**Run 1: routing congestion map**

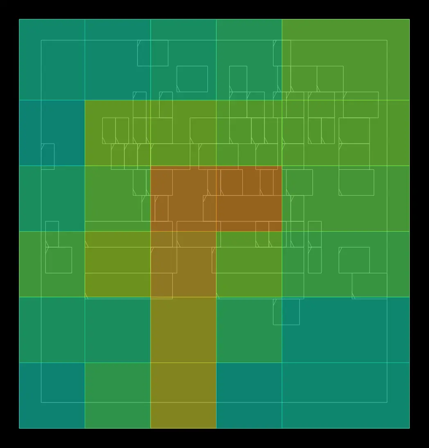
**Run 1: metal 1**

Scale bar: 10 um. Cells faint in the background.
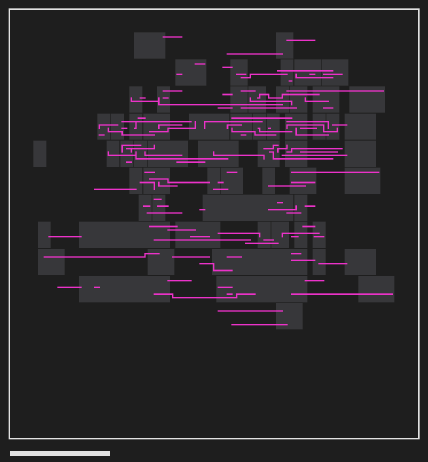
**Run 1: layout detail**

Scale bar: 5 um. Window x 21 to 41, y 22 to 42 um. Cells in gray, sequential cells in the stronger gray; small squares are vias.
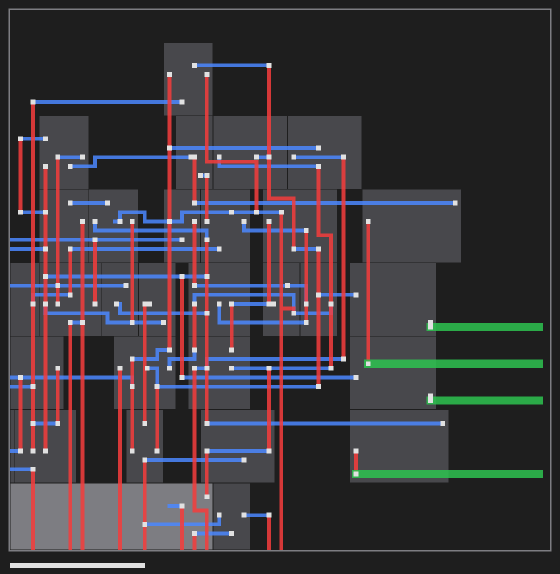
### config.mk
export PLATFORM = sky130hd
export DESIGN_NAME = coeff_seq_loader_flat
export DESIGN_NICKNAME = d
export VERILOG_FILES = /design/src/rtl/coeff_seq_loader_pkg.sv /design/src/rtl/coeff_seq_loader_if.sv /design/src/rtl/coeff_seq_loader_wait_timer.sv /design/src/rtl/coeff_seq_loader.sv /design/src/flat_wrapper.sv
export SDC_FILE = /design/constraint.sdc
export NUM_CORES = 1
export LEC_CHECK = 0
export ABC_AREA = 1
export CORE_AREA = 2 2 39 41
export CTS_CLUSTER_DIAMETER = 50
export DETAILED_ROUTE_END_ITERATION = 10
export DIE_AREA = 0 0 41 43
export GPL_TIMING_DRIVEN = 1
export PLACE_DENSITY = 0.59
export SETUP_SLACK_MARGIN = 0.15
export SLEW_MARGIN = 20
export SYNTH_ARGS = -nofsm -noshare
export SYNTH_HDL_FRONTEND = slang
export SYNTH_HIERARCHICAL = 1
export SYNTH_SLANG_ARGS = --single-unit
### constraint.sdc
create_clock -name clk -period 1.85 [get_ports clk]
set_input_delay 0.37 -clock clk [delete_from_list [all_inputs] [get_ports clk]]
set_output_delay 0.37 -clock clk [all_outputs]
set_load 0.01 [all_outputs]
### src/rtl/coeff_seq_loader_pkg.sv
//==============================================================================
// Package     : coeff_loader_pkg
// Description : Shared types and default constants for the coefficient
//               sequencer: the FSM state encoding and the default set size
//               and watchdog timeout.
// Revision    : 1.0 - initial release
//==============================================================================
`default_nettype none

package coeff_loader_pkg;

    // Default number of coefficients per set.
    localparam int unsigned c_DEFAULT_NUM_COEFF      = 4;

    // Default watchdog limit on consecutive modwait-high cycles in HOLD.
    localparam int unsigned c_DEFAULT_TIMEOUT_CYCLES = 255;

    // Sequencer states.
    typedef enum logic [2:0] {
        IDLE   = 3'd0,
        ISSUE  = 3'd1,
        SETTLE = 3'd2,
        HOLD   = 3'd3,
        DONE   = 3'd4
    } state_t;

endpackage : coeff_loader_pkg

`default_nettype wire

### src/rtl/coeff_seq_loader_if.sv
//==============================================================================
// Interface   : coeff_seq_loader_if
// Description : Handshake bundle between the AHB-Lite slave / FIR core and the
//               coefficient sequencer. The master modport is the sequencer
//               side; the slave modport is the AHB slave / FIR core side.
// Revision    : 1.0 - initial release
//==============================================================================
`default_nettype none

interface coeff_seq_loader_if
    import coeff_loader_pkg::*;
#(
    parameter int unsigned IDX_W = $clog2(c_DEFAULT_NUM_COEFF)
);

    logic             new_coefficient_set;
    logic             modwait;
    logic             load_coeff;
    logic [IDX_W-1:0] coefficient_num;
    logic             clear_new_coefficient;
    logic             busy;
    logic             load_error;

    modport master (
        input  new_coefficient_set,
        input  modwait,
        output load_coeff,
        output coefficient_num,
        output clear_new_coefficient,
        output busy,
        output load_error
    );

    modport slave (
        output new_coefficient_set,
        output modwait,
        input  load_coeff,
        input  coefficient_num,
        input  clear_new_coefficient,
        input  busy,
        input  load_error
    );

endinterface : coeff_seq_loader_if

`default_nettype wire

### src/rtl/coeff_seq_loader_wait_timer.sv
//==============================================================================
// Module      : coeff_wait_timer
// Description : Clear-on-low saturating counter. Counts cycles in which both
//               i_arm and i_level are high and clears whenever either is low.
//               o_terminal flags the cycle that would be the LIMIT-th
//               consecutive counted cycle, so the caller can act on it at the
//               same clock edge.
// Revision    : 1.0 - initial release
//==============================================================================
`default_nettype none

module coeff_wait_timer #(
    parameter  int unsigned LIMIT = 255,
    localparam int unsigned CNT_W = $clog2(LIMIT + 1)
) (
    input  wire logic clk,
    input  wire logic n_reset,
    input  wire logic i_arm,
    input  wire logic i_level,
    output logic      o_terminal
);

    localparam logic [CNT_W-1:0] c_SAT  = CNT_W'(LIMIT);
    localparam logic [CNT_W-1:0] c_LAST = CNT_W'(LIMIT - 1);

    logic             w_count_en;
    logic [CNT_W-1:0] r_count;

    assign w_count_en = i_arm & i_level;

    // Count consecutive qualified cycles, clearing on any gap, saturating at LIMIT.
    always_ff @(posedge clk or negedge n_reset) begin
        if (!n_reset) begin
            r_count <= '0;
        end else if (!w_count_en) begin
            r_count <= '0;
        end else if (r_count != c_SAT) begin
            r_count <= r_count + CNT_W'(1);
        end
    end

    // The current qualified cycle is the LIMIT-th when LIMIT-1 were already seen.
    assign o_terminal = w_count_en & (r_count >= c_LAST);

endmodule : coeff_wait_timer

`default_nettype wire

### src/rtl/coeff_seq_loader.sv
//==============================================================================
// Module      : coeff_seq_loader
// Description : Transfers a full set of NUM_COEFF coefficients from the AHB
//               slave register file into the FIR core, one coefficient per
//               ISSUE/SETTLE/HOLD handshake, then strobes
//               clear_new_coefficient. Outputs are decoded from registered
//               state only.
//               Optional feature macro: COEFF_SEQ_LOADER_WATCHDOG_EN
//               (stuck-filter watchdog that aborts HOLD after TIMEOUT_CYCLES
//               consecutive modwait-high cycles and raises load_error).
// Revision    : 1.0 - initial release
//==============================================================================
`default_nettype none

module coeff_seq_loader
    import coeff_loader_pkg::*;
#(
    parameter  int unsigned NUM_COEFF      = c_DEFAULT_NUM_COEFF,
    parameter  int unsigned TIMEOUT_CYCLES = c_DEFAULT_TIMEOUT_CYCLES,
    localparam int unsigned IDX_W          = $clog2(NUM_COEFF)
) (
    input  wire logic          clk,
    input  wire logic          n_reset,
    coeff_seq_loader_if.master bus
);

    localparam logic [IDX_W-1:0] c_LAST_IDX = IDX_W'(NUM_COEFF - 1);

    // Reject out-of-range configurations at elaboration.
    if (NUM_COEFF < 2 || NUM_COEFF > 16) begin : g_bad_num_coeff
        $error("coeff_seq_loader: NUM_COEFF must be in 2..16");
    end
    if (TIMEOUT_CYCLES < 1 || TIMEOUT_CYCLES > 65535) begin : g_bad_timeout
        $error("coeff_seq_loader: TIMEOUT_CYCLES must be in 1..65535");
    end

    state_t           r_state;
    state_t           w_state_next;
    logic [IDX_W-1:0] r_index;
    logic [IDX_W-1:0] w_index_next;
    logic             w_timeout;
    logic             w_in_hold;
    logic             w_load_coeff;
    logic             w_clear;
    logic             w_busy;
    logic [IDX_W-1:0] w_coeff_num;

    assign w_in_hold = (r_state == HOLD);

    // State and coefficient index registers.
    always_ff @(posedge clk or negedge n_reset) begin
        if (!n_reset) begin
            r_state <= IDLE;
            r_index <= '0;
        end else begin
            r_state <= w_state_next;
            r_index <= w_index_next;
        end
    end

    // Next-state, index advance and state-decoded outputs.
    always_comb begin
        w_state_next = r_state;
        w_index_next = r_index;
        w_load_coeff = 1'b0;
        w_clear      = 1'b0;
        w_busy       = (r_state != IDLE);
        w_coeff_num  = '0;

        unique case (r_state)
            IDLE: begin
                // A set is only accepted once the FIR core is free.
                if (bus.new_coefficient_set && !bus.modwait) begin
                    w_state_next = ISSUE;
                    w_index_next = '0;
                end
            end
            ISSUE: begin
                w_load_coeff = 1'b1;
                w_coeff_num  = r_index;
                w_state_next = SETTLE;
            end
            SETTLE: begin
                // modwait may not yet reflect the load, so it is not sampled here.
                w_coeff_num  = r_index;
                w_state_next = HOLD;
            end
            HOLD: begin
                w_coeff_num = r_index;
                if (!bus.modwait) begin
                    if (r_index == c_LAST_IDX) begin
                        w_state_next = DONE;
                    end else begin
                        w_index_next = r_index + IDX_W'(1);
                        w_state_next = ISSUE;
                    end
                end else if (w_timeout) begin
                    w_state_next = DONE;
                end
            end
            DONE: begin
                w_clear      = 1'b1;
                w_state_next = IDLE;
            end
            default: begin
                w_state_next = IDLE;
            end
        endcase
    end

    assign bus.load_coeff            = w_load_coeff;
    assign bus.clear_new_coefficient = w_clear;
    assign bus.busy                  = w_busy;
    assign bus.coefficient_num       = w_coeff_num;

`ifdef COEFF_SEQ_LOADER_WATCHDOG_EN
    logic r_load_error;

    coeff_wait_timer #(
        .LIMIT      (TIMEOUT_CYCLES)
    ) u_wait_timer (
        .clk        (clk),
        .n_reset    (n_reset),
        .i_arm      (w_in_hold),
        .i_level    (bus.modwait),
        .o_terminal (w_timeout)
    );

    // Sticky error: set on a watchdog abort, cleared when the next set is accepted.
    always_ff @(posedge clk or negedge n_reset) begin
        if (!n_reset) begin
            r_load_error <= 1'b0;
        end else if (r_state == IDLE && w_state_next == ISSUE) begin
            r_load_error <= 1'b0;
        end else if (w_in_hold && bus.modwait && w_timeout) begin
            r_load_error <= 1'b1;
        end
    end

    assign bus.load_error = r_load_error;
`else
    // Without the watchdog HOLD waits on the FIR core indefinitely.
    logic w_unused_hold;
    assign w_unused_hold  = w_in_hold;
    assign w_timeout      = 1'b0;
    assign bus.load_error = 1'b0;
`endif

endmodule : coeff_seq_loader

`default_nettype wire

### src/flat_wrapper.sv
// flat-port wrapper written by rule: the top's interface ports become plain ports
module coeff_seq_loader_flat import coeff_loader_pkg::*;
#(
    parameter  int unsigned NUM_COEFF      = c_DEFAULT_NUM_COEFF,
    parameter  int unsigned TIMEOUT_CYCLES = c_DEFAULT_TIMEOUT_CYCLES,
    localparam int unsigned IDX_W          = $clog2(NUM_COEFF)
)
  (clk, n_reset, bus_new_coefficient_set, bus_modwait, bus_load_coeff, bus_coefficient_num, bus_clear_new_coefficient, bus_busy, bus_load_error);
  coeff_seq_loader_if #(.IDX_W(2)) bus_i ();
  input  wire logic clk;
  input  wire logic n_reset;
  input wire logic [$bits(bus_i.new_coefficient_set)-1:0] bus_new_coefficient_set;
  input wire logic [$bits(bus_i.modwait)-1:0] bus_modwait;
  output wire logic [$bits(bus_i.load_coeff)-1:0] bus_load_coeff;
  output wire logic [$bits(bus_i.coefficient_num)-1:0] bus_coefficient_num;
  output wire logic [$bits(bus_i.clear_new_coefficient)-1:0] bus_clear_new_coefficient;
  output wire logic [$bits(bus_i.busy)-1:0] bus_busy;
  output wire logic [$bits(bus_i.load_error)-1:0] bus_load_error;
  assign bus_i.new_coefficient_set = bus_new_coefficient_set;
  assign bus_i.modwait = bus_modwait;
  assign bus_load_coeff = bus_i.load_coeff;
  assign bus_coefficient_num = bus_i.coefficient_num;
  assign bus_clear_new_coefficient = bus_i.clear_new_coefficient;
  assign bus_busy = bus_i.busy;
  assign bus_load_error = bus_i.load_error;
  coeff_seq_loader #(.NUM_COEFF(NUM_COEFF), .TIMEOUT_CYCLES(TIMEOUT_CYCLES)) u_core (.clk(clk), .n_reset(n_reset), .bus(bus_i));
endmodule
==> results_slide.txt, run 1 <==
Physical Implementation Snapshot

Power
  – Pwr/cell area: 1430 mW/mm2
  – Sequential share of power: 0.262
  – Gate power share: 0.564
  – Power, Total: 0.706 mW
  – Worst VDD drop: 0.644 mV

Setup path
  – R2R depth: 7
  – Reg2Reg Setup Slack: 0.66 ns
  – Setup crit end kind: output pin
  – Worst setup path class: flop to output pin
  – CP max-delay cell: dfrtp_2
  – Worst flop-to-flop path startpoint: u_core/r_state[1]
  – Crit-path cells: nor2_2, inv_1, nand2_1, nor2_1, dlygate4sd2_1

Finish
  – Area grow syn2layout: 41.2%
  – # fillers: 152
  – # diodes: 0
  – Non-filler cells, final: 79
  – Final core utilization: 0.356
  – Most numerous logic cells after layout: inv_1 (8), nand2_1 (8), nor2_1 (7), dlygate4sd2_1 (5)
  – Layout cells sized above 1: 0.238
  – Design area: 493 um2

Flow run
  – Tool Warnings: 26

Global routing
  – Number of global-route vias before repair: 302
  – GR Overflow Total: 0

Place
  – Placed cell areas: 442 um2
  – Place WS: 0.201 ns
  – Gpl congestion: 0.700

Clock tree
  – Clk buf depth: 2
  – Clk slew on worst S/H paths: 0.04 ns
  – Latency at later pin: 0.24 ns
  – CTS tree: yes

Hold path
  – Worst hold path type: input pin to asynchronous set/reset pin

Synth
  – Ys cells: 48
  – Flops after synth: 5

STA
  – Minimum clock period: 1.63 ns
  – Final Hold Vio Count: 0
  – Max Clk Rate: 613 MHz
  – Fin worst setup slack: 0.219 ns

Floorplan
  – Row cnt: 14
  – Chip area: 0.00176 mm2
  – Starting density of the core: 0.252

Status
  – Status: finished, final reports clean
Back to the opening pictures, 'routing congestion map':
wire per inst: 9.82 um
layer with the highest usage: met2

Back to the opening pictures, 'metal 1':
The layer carries 358 um of wire. The layer holds 46% of the routed length. 57 nets have wire on it. The longest straight run is 12.4 um.
met1 Resource Use GR: 0.0951
Via Count: 335
final wirelength: 776 um

Back to the opening pictures, 'layout detail':
Red shows M2. Blue shows M1. Green shows M3.
27 logic cells have their middle in the window. Sequential cells in the window: 1. Most frequent: inv_1 (4), buf_4 (4). Netlist names of flops here include u_core/r_state (1).

[run 1: Yosys cell counts]
library cell  count  area [um2]
inv_1             8        30.0
nand2_1           8        30.0
nor2_1            7        26.3
dfrtp_1           5         125
nand3_1           4        20.0
a21oi_1           2        10.0
nand2_2           2        12.5
nand2_4           2        22.5
o21bai_1          2        15.0
a31oi_1           1        6.26
buf_4             1        7.51
conb_1            1        3.75
ha_1              1        12.5
inv_2             1        3.75
nand4_1           1        6.26
nor2_2            1        6.26
nor2_4            1        11.3
[run 1: worst reg2reg max path, cell delays in order (launching register included)]
cell and delay [ns]:
dfrtp_2 0.42, nor2_2 0.12, buf_4 0.12, nand2_2 0.07, nand2_2 0.08, nand2_4 0.06, o21bai_1 0.13, nand2_1 0.07
[run 1: registers in the layout (all words and copies together), names as in the netlist]
| register | count |
|---|---|
| u_core/r_state | 3 |
| u_core/r_index | 2 |
[run 1: area by class of cell]
cell class | count | area, um2 | share of cell area
repair buffers | 12 | 104 | 0.211
flip-flops and latches | 5 | 126 | 0.256
inverters | 9 | 33.8 | 0.0685
multi-input cells | 33 | 183 | 0.371
clock buffers | 4 | 26.3 | 0.0533
well taps | 16 | 20.0 | 0.0406
[run 1: power by group through the flow]
stage | combinational [mW] | clock [mW] | sequential, mW
final | 0.398 | 0.123 | 0.185
after global routing | 0.447 | 0.142 | 0.189
after CTS | 0.377 | 0.130 | 0.184
after detailed placement | 0.364 | 0 | 0.191
after global placement | 0.362 | 0 | 0.191
after floorplan | 0.248 | 0 | 0.183
[run 1: worst max-delay path by stage]
stage | to | slack [ns] | depth (start not counted)
finish | bus_coefficient_num[1] | 0.22 | 5
global route | bus_coefficient_num[0] | 0.15 | 5
CTS | bus_coefficient_num[0] | 0.19 | 5
detailed placement | bus_coefficient_num[1] | 0.20 | 5
global placement | bus_coefficient_num[0] | 0.21 | 5
floorplan | bus_clear_new_coefficient | 0.69 | 3
[run 1: timing repair]
action / 4_1_cts / 5_1_grt
setup buffers: 3 / 1
gates cloned: 0 / 0
gates resized: 5 / 1
pin swaps: 1 / 0
hold buffers: 0 / 0
setup endpoints to repair: 5 / 3
[run 1: cells by family after synthesis]
family / synth area share
compound gates: 0.0896
buf+inv: 0.118
simple gates: 0.387
flops: 0.358
other cells: 0.0107
fa+ha+maj: 0.0358
[run 1: metal layers]
layer / part of all wire / wire length (um) / up-vias / GRT usage
li1: - / - / 175 / -
met1: 0.46 / 357 / 153 / 0.0951
met2: 0.50 / 385 / 7 / 0.163
met3: 0.043 / 33 / 0 / 0.0628
met4: 0 / 0 / 0 / 0.0600
met5: 0 / 0 / - / 0
## Run 2: what changed since run 1
--- a/config.mk
+++ b/config.mk
@@ -10,6 +10,7 @@
 export CTS_CLUSTER_DIAMETER = 50
 export DETAILED_ROUTE_END_ITERATION = 10
 export DIE_AREA = 0 0 41 43
+export GPL_ROUTABILITY_DRIVEN = 0
 export GPL_TIMING_DRIVEN = 1
 export PLACE_DENSITY = 0.59
 export SETUP_SLACK_MARGIN = 0.15
**Run 2: layout detail**

Scale bar: 5 um. Window x 21 to 41, y 22 to 42 um. Cells in gray, sequential cells in the stronger gray; small squares are vias.
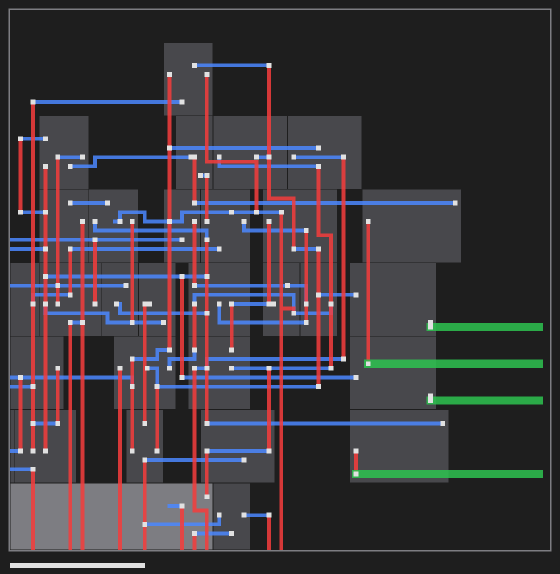
Red shows M2. Green shows M3. Blue shows M1.
Sequential cells in the window: 1. 27 logic cells have their middle in the window. Most frequent: inv_1 (4), buf_4 (4). Netlist names of flops here include u_core/r_state (1).

==> run 2 against run 1 <==
Register-to-register slack hardly changed. Flip-flop count stayed put. Non-clock buffer count unchanged. Die area unchanged. Critical path depth stayed put. Power unchanged. Clock power hardly changed. Largest cell class unchanged. Final cell count unchanged. Clock skew is the same. Hold slack stayed put.
==> results_slide.txt, run 2 <==
Physical Implementation Snapshot

Floorplan
  – Chip area: 0.00176 mm2 (unchanged)
  – Row cnt: 14 (unchanged)

Synth
  – Flops after synth: 5 (unchanged)
  – Asr flop ratio synth: 1.00 (unchanged)
  – Top cell type's share of synthesized area: 0.358 (unchanged)
  – Dominant register cell: dfrtp_1
  – Top cells by count, synth: inv_1 (8), nand2_1 (8), nor2_1 (7)
  – Ys cells: 48 (unchanged)
  – Area leader, netlist: dfrtp_1

Power
  – Power, Total: 0.706 mW (unchanged)
  – Worst VDD drop: 0.644 mV (unchanged)

Status
  – Status: finished, final reports clean

Global routing
  – GR Overflow Total: 0 (unchanged)
  – Number of global-route vias before repair: 302 (unchanged)

Finish
  – Layout cells sized above 1: 0.238 (unchanged)
  – # fillers: 152 (unchanged)
  – Area grow syn2layout: 41.2% (unchanged)
  – # diodes: 0 (unchanged)
  – Most numerous logic cells after layout: inv_1 (8), nand2_1 (8), nor2_1 (7), dlygate4sd2_1 (5)
  – Gate Area: 183 um2 (unchanged)
  – Non-filler cells, final: 79 (unchanged)
  – Design area: 493 um2 (unchanged)

Clock tree
  – Latency at later pin: 0.24 ns (about the same)
  – Clk slew on worst S/H paths: 0.04 ns (about the same)
  – Clk buf depth: 2 (unchanged)
  – Post-CTS Hold Buffers: 0 (unchanged)

Place
  – Place WS: 0.201 ns (unchanged)
  – Placed cell areas: 442 um2 (unchanged)

Drt
  – Final wirelength: 776 um (unchanged)
  – Via Count: 335 (unchanged)

Setup path
  – Crit-path cells: nor2_2, inv_1, nand2_1, nor2_1, dlygate4sd2_1
  – CP max-delay cell: dfrtp_2
  – Worst setup path class: flop to output pin

Hold path
  – Worst hold path type: input pin to asynchronous set/reset pin

STA
  – Minimum clock period: 1.63 ns (unchanged)
## run 2: cell counts after synthesis
Identical to the previous run, type by type.
## run 2: repair_timing
item | 4_1_cts | 5_1_grt
endpoints found under the setup margin | 5 | 3
pin swaps | 1 | 0
setup buffers | 3 | 1
resized | 5 | 1
## run 2: where the power goes
group | switching [mW] | internal [mW] | leakage [nW]
Clock | 0.0419 | 0.0814 | 0.0150
Sequential | 0.0335 | 0.151 | 0.0601
Combinational | 0.220 | 0.178 | 0.193
Total | 0.295 | 0.411 | 0.268
## run 2: final timing paths
kind	from	to	slack, ns	cells past startpoint
worst max-delay path	u_core/r_state[1]	bus_coefficient_num[1]	0.22	5
worst min-delay path	n_reset	u_core/r_state[2]	0.36	1
worst max register to register	u_core/r_state[1]	u_core/r_index[0]	0.66	7
worst min register to register	u_core/r_index[0]	u_core/r_index[0]	0.59	3
max in group asynchronous	n_reset	u_core/r_state[1]	1.28	1
min in group clk	u_core/r_index[0]	u_core/r_index[0]	0.59	3
## run 2: cells by family after synthesis
| family | synth area share |
|---|---|
| AOI/OAI and AO/OA | 0.0896 |
| adders and majority gates | 0.0358 |
| buffers and inverters | 0.118 |
| DFF | 0.358 |
| other | 0.0107 |
| and+or+nand+nor | 0.387 |
## run 2: layout make-up
| class | instances | area share |
|---|---|---|
| Inverter | 9 | 0.0685 |
| Sequential cell | 5 | 0.256 |
| Tap cell | 16 | 0.0406 |
| Clock buffer | 4 | 0.0533 |
| Timing Repair Buffer | 12 | 0.211 |
| Multi-Input combinational cell | 33 | 0.371 |
## run 2: routing by layer
metal / part of all wire / vias up / global-route usage
met4: 0 / 0 / 0.0600
met3: 0.043 / 0 / 0.0628
met2: 0.50 / 7 / 0.163
met5: 0 / - / 0
met1: 0.46 / 153 / 0.0951
li1: - / 175 / -
## run 2: metrics by stage
stage / hold WS [ns] / util
after global routing: 0.354 / 0.356
after global placement: 0.580 / 0.319
after detailed placement: 0.591 / 0.319
final: 0.356 / 0.356
after CTS: 0.352 / 0.350
after floorplan: 0.0744 / -
Power is estimated from default activity; no workload was simulated.
